<file path="src/rtl/dmem_arbiter.sv">
// Two-master data-memory arbiter (core load/store path vs. external debug/DMA).
// Define DMEM_ARB_RR_EN for round-robin on simultaneous requests; default is core-first.
module dmem_arbiter (
  input  logic        clk_in,
  input  logic        reset_in,
  input  logic        core_req_in,
  input  logic        core_wr_in,
  input  logic [31:0] core_addr_in,
  input  logic [31:0] core_wdata_in,
  input  logic [3:0]  core_mask_in,
  input  logic        ext_req_in,
  input  logic        ext_wr_in,
  input  logic [31:0] ext_addr_in,
  input  logic [31:0] ext_wdata_in,
  input  logic [3:0]  ext_mask_in,
  output logic        core_gnt_out,
  output logic        core_done_out,
  output logic [31:0] core_rdata_out,
  output logic        ext_gnt_out,
  output logic        ext_done_out,
  output logic [31:0] ext_rdata_out,
  output logic        mem_req_out,
  output logic        mem_wr_out,
  output logic [31:0] mem_addr_out,
  output logic [31:0] mem_wdata_out,
  output logic [3:0]  mem_mask_out,
  input  logic        mem_ack_in,
  input  logic [31:0] mem_rdata_in
);

  typedef enum logic {IDLE, BUSY} state_t;
  typedef enum logic {OWN_CORE, OWN_EXT} owner_t;

  state_t      state_q, state_d;
  owner_t      owner_q;
  logic        wr_q;
  logic [31:0] addr_q, wdata_q;
  logic [3:0]  mask_q;
  logic        core_gnt_q, ext_gnt_q, core_done_q, ext_done_q;
  logic [31:0] core_rdata_q, ext_rdata_q;
  logic        capture, win_ext, ack_fire, ext_prio;

`ifdef DMEM_ARB_RR_EN
  owner_t last_q;
  assign ext_prio = (last_q == OWN_CORE);
  always_ff @(posedge clk_in) begin
    if (reset_in)     last_q <= OWN_EXT;
    else if (capture) last_q <= win_ext ? OWN_EXT : OWN_CORE;
  end
`else
  assign ext_prio = 1'b0;
`endif

  always_comb begin
    state_d = state_q;
    capture = 1'b0;
    win_ext = 1'b0;
    case (state_q)
      IDLE: if (core_req_in || ext_req_in) begin
        capture = 1'b1;
        win_ext = ext_req_in && (!core_req_in || ext_prio);
        state_d = BUSY;
      end
      BUSY: if (mem_ack_in) state_d = IDLE;
      default: state_d = IDLE;
    endcase
  end

  assign ack_fire = (state_q == BUSY) && mem_ack_in;

  always_ff @(posedge clk_in) begin
    if (reset_in) begin
      state_q      <= IDLE;
      owner_q      <= OWN_CORE;
      wr_q         <= 1'b0;
      addr_q       <= '0;
      wdata_q      <= '0;
      mask_q       <= '0;
      core_gnt_q   <= 1'b0;
      ext_gnt_q    <= 1'b0;
      core_done_q  <= 1'b0;
      ext_done_q   <= 1'b0;
      core_rdata_q <= '0;
      ext_rdata_q  <= '0;
    end else begin
      state_q     <= state_d;
      core_gnt_q  <= capture && !win_ext;
      ext_gnt_q   <= capture && win_ext;
      core_done_q <= ack_fire && (owner_q == OWN_CORE);
      ext_done_q  <= ack_fire && (owner_q == OWN_EXT);
      if (capture) begin
        // Reads never drive byte lanes; address is forced word-aligned.
        owner_q <= win_ext ? OWN_EXT : OWN_CORE;
        wr_q    <= win_ext ? ext_wr_in : core_wr_in;
        addr_q  <= (win_ext ? ext_addr_in : core_addr_in) & 32'hFFFF_FFFC;
        wdata_q <= win_ext ? ext_wdata_in : core_wdata_in;
        mask_q  <= win_ext ? (ext_wr_in ? ext_mask_in : 4'b0000)
                           : (core_wr_in ? core_mask_in : 4'b0000);
      end
      if (ack_fire && owner_q == OWN_CORE) core_rdata_q <= wr_q ? 32'h0 : mem_rdata_in;
      if (ack_fire && owner_q == OWN_EXT)  ext_rdata_q  <= wr_q ? 32'h0 : mem_rdata_in;
    end
  end

  assign core_gnt_out   = core_gnt_q;
  assign ext_gnt_out    = ext_gnt_q;
  assign core_done_out  = core_done_q;
  assign ext_done_out   = ext_done_q;
  assign core_rdata_out = core_rdata_q;
  assign ext_rdata_out  = ext_rdata_q;
  assign mem_req_out    = (state_q == BUSY);
  assign mem_wr_out     = wr_q;
  assign mem_addr_out   = addr_q;
  assign mem_wdata_out  = wdata_q;
  assign mem_mask_out   = mask_q;

endmodule

</file>
<file path="config.mk">
export PLATFORM = sky130hd
export DESIGN_NAME = dmem_arbiter
export DESIGN_NICKNAME = d
export VERILOG_FILES = /design/src/rtl/dmem_arbiter.sv
export SDC_FILE = /design/constraint.sdc
export NUM_CORES = 1
export LEC_CHECK = 0
export ABC_AREA = 1
export ABC_CLOCK_PERIOD_IN_PS = 1150
export CORE_MARGIN = 5
export CORE_UTILIZATION = 35
export CTS_CLUSTER_SIZE = 16
export DETAILED_ROUTE_END_ITERATION = 8
export GPL_TIMING_DRIVEN = 0
export PLACE_DENSITY = 0.74
export SYNTH_ARGS = -nofsm -noshare
export SYNTH_HDL_FRONTEND = slang
export SYNTH_SLANG_ARGS = --single-unit
</file>
<file path="constraint.sdc">
create_clock -name clk_in -period 1.15 [get_ports clk_in]
set_input_delay 0.23 -clock clk_in [delete_from_list [all_inputs] [get_ports clk_in]]
set_output_delay 0.23 -clock clk_in [all_outputs]
set_load 0.03 [all_outputs]
</file>
==> reports/qor.yml, run 1 <==
worst_setup_path:
  crit_buf_inv: 2
  path_cells: "buf_12 > nand3_2 > buf_4 > o21ai_0 > a21oi_1"
  worst_r2r_endpoint: "ext_rdata_out[24]"
  critPathMaxStageDelay_ps: 360
job:
  cap_violations: 0
outcome:
  violations: "setup timing"
  outcome: "finished with violations"
yosys:
  xor_area_share_pct: 0
  yosysSeqAreaShare_pct: 43.4
  syn_area_sq_um: 6320
cells_and_area:
  nonClkBufAreaFrac_pct: 36.2
  clkCellAreaFrac_pct: 5.30
  layout.area.comb_sq_um: 2970
  mostFrequentLayoutCells: "nand2_1 (237), inv_1 (173), clkdlybuf4s50_1 (168)"
  fin_cells: 1556
  ff_latch_area_sq_um: 2920
power:
  p_clk_share_pct: 37.0
  power.switching_uw: 4790
  p_int_uw: 10800
  p_total_uw: 15600
final_timing:
  min_period_ps: 1390
  finalSetupViolCount: 133
  max_slew_margin_pct: 45.0
  worst_slack_ps: -240
  worst_pin_slew_ps: 825
floorplanning:
  top_level_ports: 313
grt:
  grt_start_max_net_pins: 17
  grt_pass1_vias: 6878
[run 1: synthesized netlist by cell type]
library cell  count  area (sq um)
nand3_4           1          17.5
or2_2             1          6.26
nand2_4           1          11.3
conb_1            1          3.75
dfxtp_1         137          2740
o21ai_1          58           290
nand2_1         249           935
o21ai_0          42           210
nand3_1           1          5.00
buf_4             5          37.5
nand3_2           1          10.0
nor2_1           94           353
inv_1           174           653
nand2_2           2          12.5
buf_6            12           135
inv_2             3          11.3
buf_2            27           135
a21oi_1         105           526
buf_1             1          3.75
clkbuf_1         22          82.6
inv_4             1          6.26
nand4_1          22           138
[run 1: power groups by stage]
stage | clock network [uW] | logic (uW) | registers, uW
2_1_floorplan | 0 | 1220 | 6040
3_3_place_gp | 0 | 3580 | 5370
3_5_place_dp | 0 | 3600 | 5380
4_1_cts | 5800 | 3840 | 5400
5_1_grt | 6040 | 4680 | 5480
6_report | 5780 | 4370 | 5450
[run 1: worst max-delay path by stage]
stage | start | end | slack, ps
finish | mem_req_out | ext_rdata_out[24] | -240
global route | mem_req_out | ext_rdata_out[24] | -310
CTS | mem_req_out | mem_wdata_out[17] | -170
detailed placement | ext_req_in | mem_addr_out[28] | -590
global placement | ext_req_in | mem_addr_out[21] | -600
floorplan | mem_req_out | mem_addr_out[10] | -70
[run 1: worst reg2reg max path: cells and delay by family (launching register included)]
family,cells,cell delay (ps)
compound gates,2,340
buf+inv,2,370
flops,1,360
simple gates,1,190
[run 1: per-layer routing]
layer / share of wire [%] / up-vias / track usage, %
met1: 36 / 3353 / 24.2
met4: 2.9 / 4 / 7.56
li1: - / 3632 / -
met5: 0.070 / - / 0
met3: 10 / 51 / 8.27
met2: 50 / 334 / 37.9
Fig. 1: run 1, signal wires by layer
Two of the layers only.
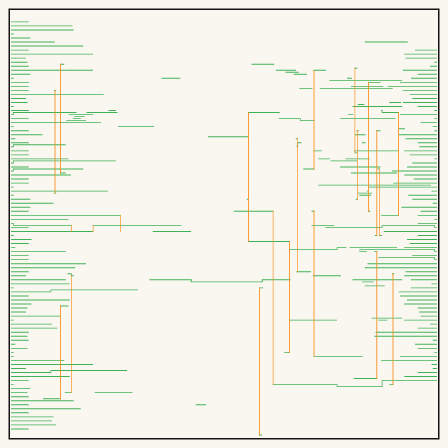
| color | layer | wire length |
|---|---|---|
| orange | met4 | 736 um |
| green | met3 | 2,680 um |
global-route usage over all layers: 21.7%
DR WL/cell: 16.6 um
vias: 7,374
final WL: 25.8 mm

Fig. 2: run 1, M4 wires
Supply wires on this layer in gray.
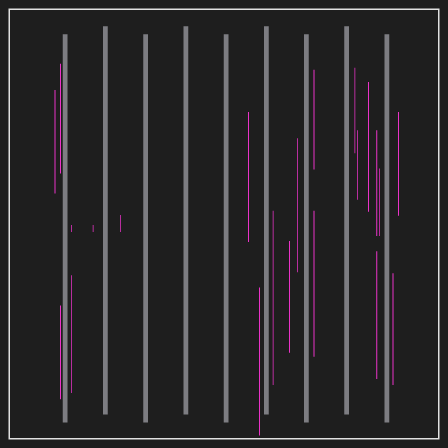
longest straight run: 58.5 um
share of all routed wire: 2.9%
wire length on this layer: 736 um
main direction: vertical

Fig. 3: run 1, the clock network
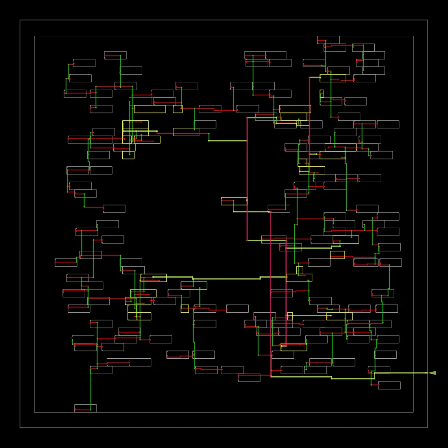
Flops: 137
Num CTS Buffers: 17

Fig. 4: run 1, close-up of the layout
Scale bar: 10 um. Window x 57 to 87, y 57 to 87 um. Cells in gray, sequential cells in the stronger gray; small squares are vias.
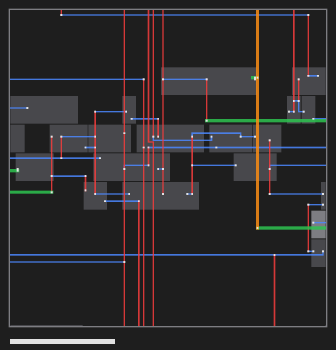

==> run 2, diff against run 1 <==
- GPL_TIMING_DRIVEN: 0 -> default
Fig. 5: run 2, close-up of the layout
Scale bar: 10 um. Window x 57 to 87, y 57 to 87 um. Cells in gray, sequential cells in the stronger gray; small squares are vias.
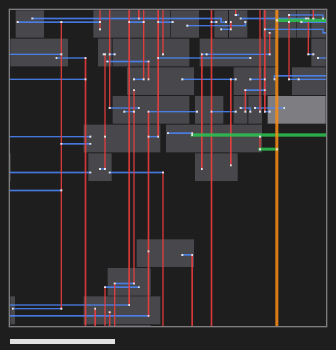
| color | layer |
|---|---|
| blue | met1 |
| orange | met4 |
| green | met3 |
| red | met2 |
cells with their middle in the window: 28
netlist names of flops here include: mem_req_out (1)
sequential cells in the window: 1
most frequent: buf_12 (5), buf_4 (4)

Fig. 6: run 2, signal wires on met1
Supply wires on this layer in gray.
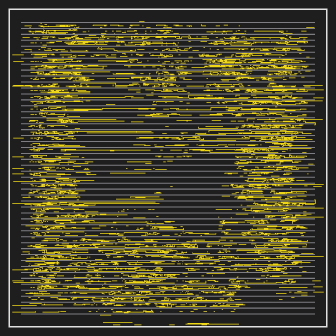
longest straight run: 47.8 um
nets with wire on the layer: 1,304
vias: 7,337
met1 global-route usage: 24.0%
final WL: 24.5 mm

==> reports/qor.yml, run 2 <==
yosys:
  yosysTopAreaCellShare_pct: 43.4
  xor_area_share_pct: 0
  async_flop_share_pct: 0
  yosysSeqAreaShare_pct: 43.4
  edf_count: 0
  synth_top_cell_by_count: "nand2_1"
  syn_area_sq_um: 6320
worst_setup_path:
  crit_buf_inv: 4
  worst_r2r_endpoint: "mem_wdata_out[6]"
  critPathMaxStageDelay_ps: 380
outcome:
  outcome: "finished with violations"
  violations: "setup timing"
job:
  cap_violations: 0
final_timing:
  finalSetupViolCount: 71
  worst_slack_ps: -175
grt:
  grt_start_max_net_pins: 38
  grt_pass1_vias: 6704
  met2_usage_pct: 36.2
  use_met3_pct: 7.71
floorplanning:
  top_level_ports: 313
power:
  p_total_uw: 15900
clock_network:
  numCtsBuffers: 17
cells_and_area:
  mostFrequentLayoutCells: "inv_1 (174), nand2_1 (168), clkdlybuf4s50_1 (168)"
Fig. 7: run 2, signal wires by layer
Two of the layers only.
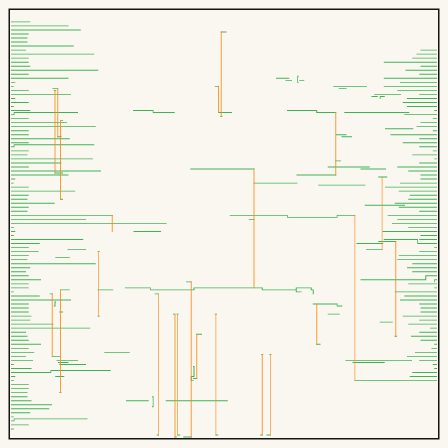
| color | layer | wire length |
|---|---|---|
| green | met3 | 2,340 um |
| orange | met4 | 671 um |
global-route usage over all layers: 21.0%
DR WL/cell: 15.8 um

[run 2: cell type report]
class	count	area, sq um
fill	1379	5720
sequential	137	2920
timing repair buffer	390	4510
clock inverter	14	186
clock buffer	18	439
tap	229	287
multi-input combinational	580	3160
inverter	178	678
antenna	1	2.50
[run 2: cell families after synthesis]
family	Yosys count
other	1
and+or+nand+nor	372
buffers and inverters	245
AOI/OAI and AO/OA	205
DFF	137
[run 2: worst max path at each step]
stage | from | end | slack [ps]
final | mem_req_out | mem_wdata_out[6] | -180
after global routing | mem_req_out | mem_wdata_out[6] | -240
after CTS | mem_req_out | mem_req_out | -160
after detailed placement | ext_req_in | mem_wdata_out[2] | -470
after global placement | ext_req_in | mem_wdata_out[7] | -430
after floorplan | mem_req_out | mem_addr_out[10] | -70
[run 2: through the flow]
step | setup TNS (ps) | worst slack [ps]
finish | -7660 | -175
global route | -12940 | -237
CTS | -5790 | -156
detailed placement | -48720 | -470
global placement | -46100 | -429
floorplan | -3950 | -68.3
[run 2: worst register-to-register path: stages (launching register included)]
cell and delay (ps):
dfxtp_4 380, clkinv_4 70, buf_12 130, nand2_8 100, clkbuf_16 180, clkbuf_16 160, nand2_2 60, nand2_1 80
a21oi_1 70
[run 2: power by group]
part / total, uW / internal, uW / switching [uW]
clock: 5860 / 3540 / 2320
sequential: 5450 / 5170 / 283
combinational: 4600 / 2240 / 2360
total: 15900 / 10900 / 4960
[run 2: timing repair]
item,in CTS,in global routing
setup buffers,11,19
resized,311,203
endpoints found under the hold margin,0,0
gates cloned,9,10
pin swaps,15,40
setup endpoints to repair,174,202
[run 2: metal layers]
layer / part of all wire [%] / wire (um) / vias to the layer above
met5: 0.029 / 7 / -
met4: 2.7 / 670 / 2
met3: 9.5 / 2340 / 49
met2: 50 / 12300 / 317
met1: 38 / 9220 / 3348
li1: - / - / 3621
Power figures rest on the tool's default switching activity, not on a simulated workload.
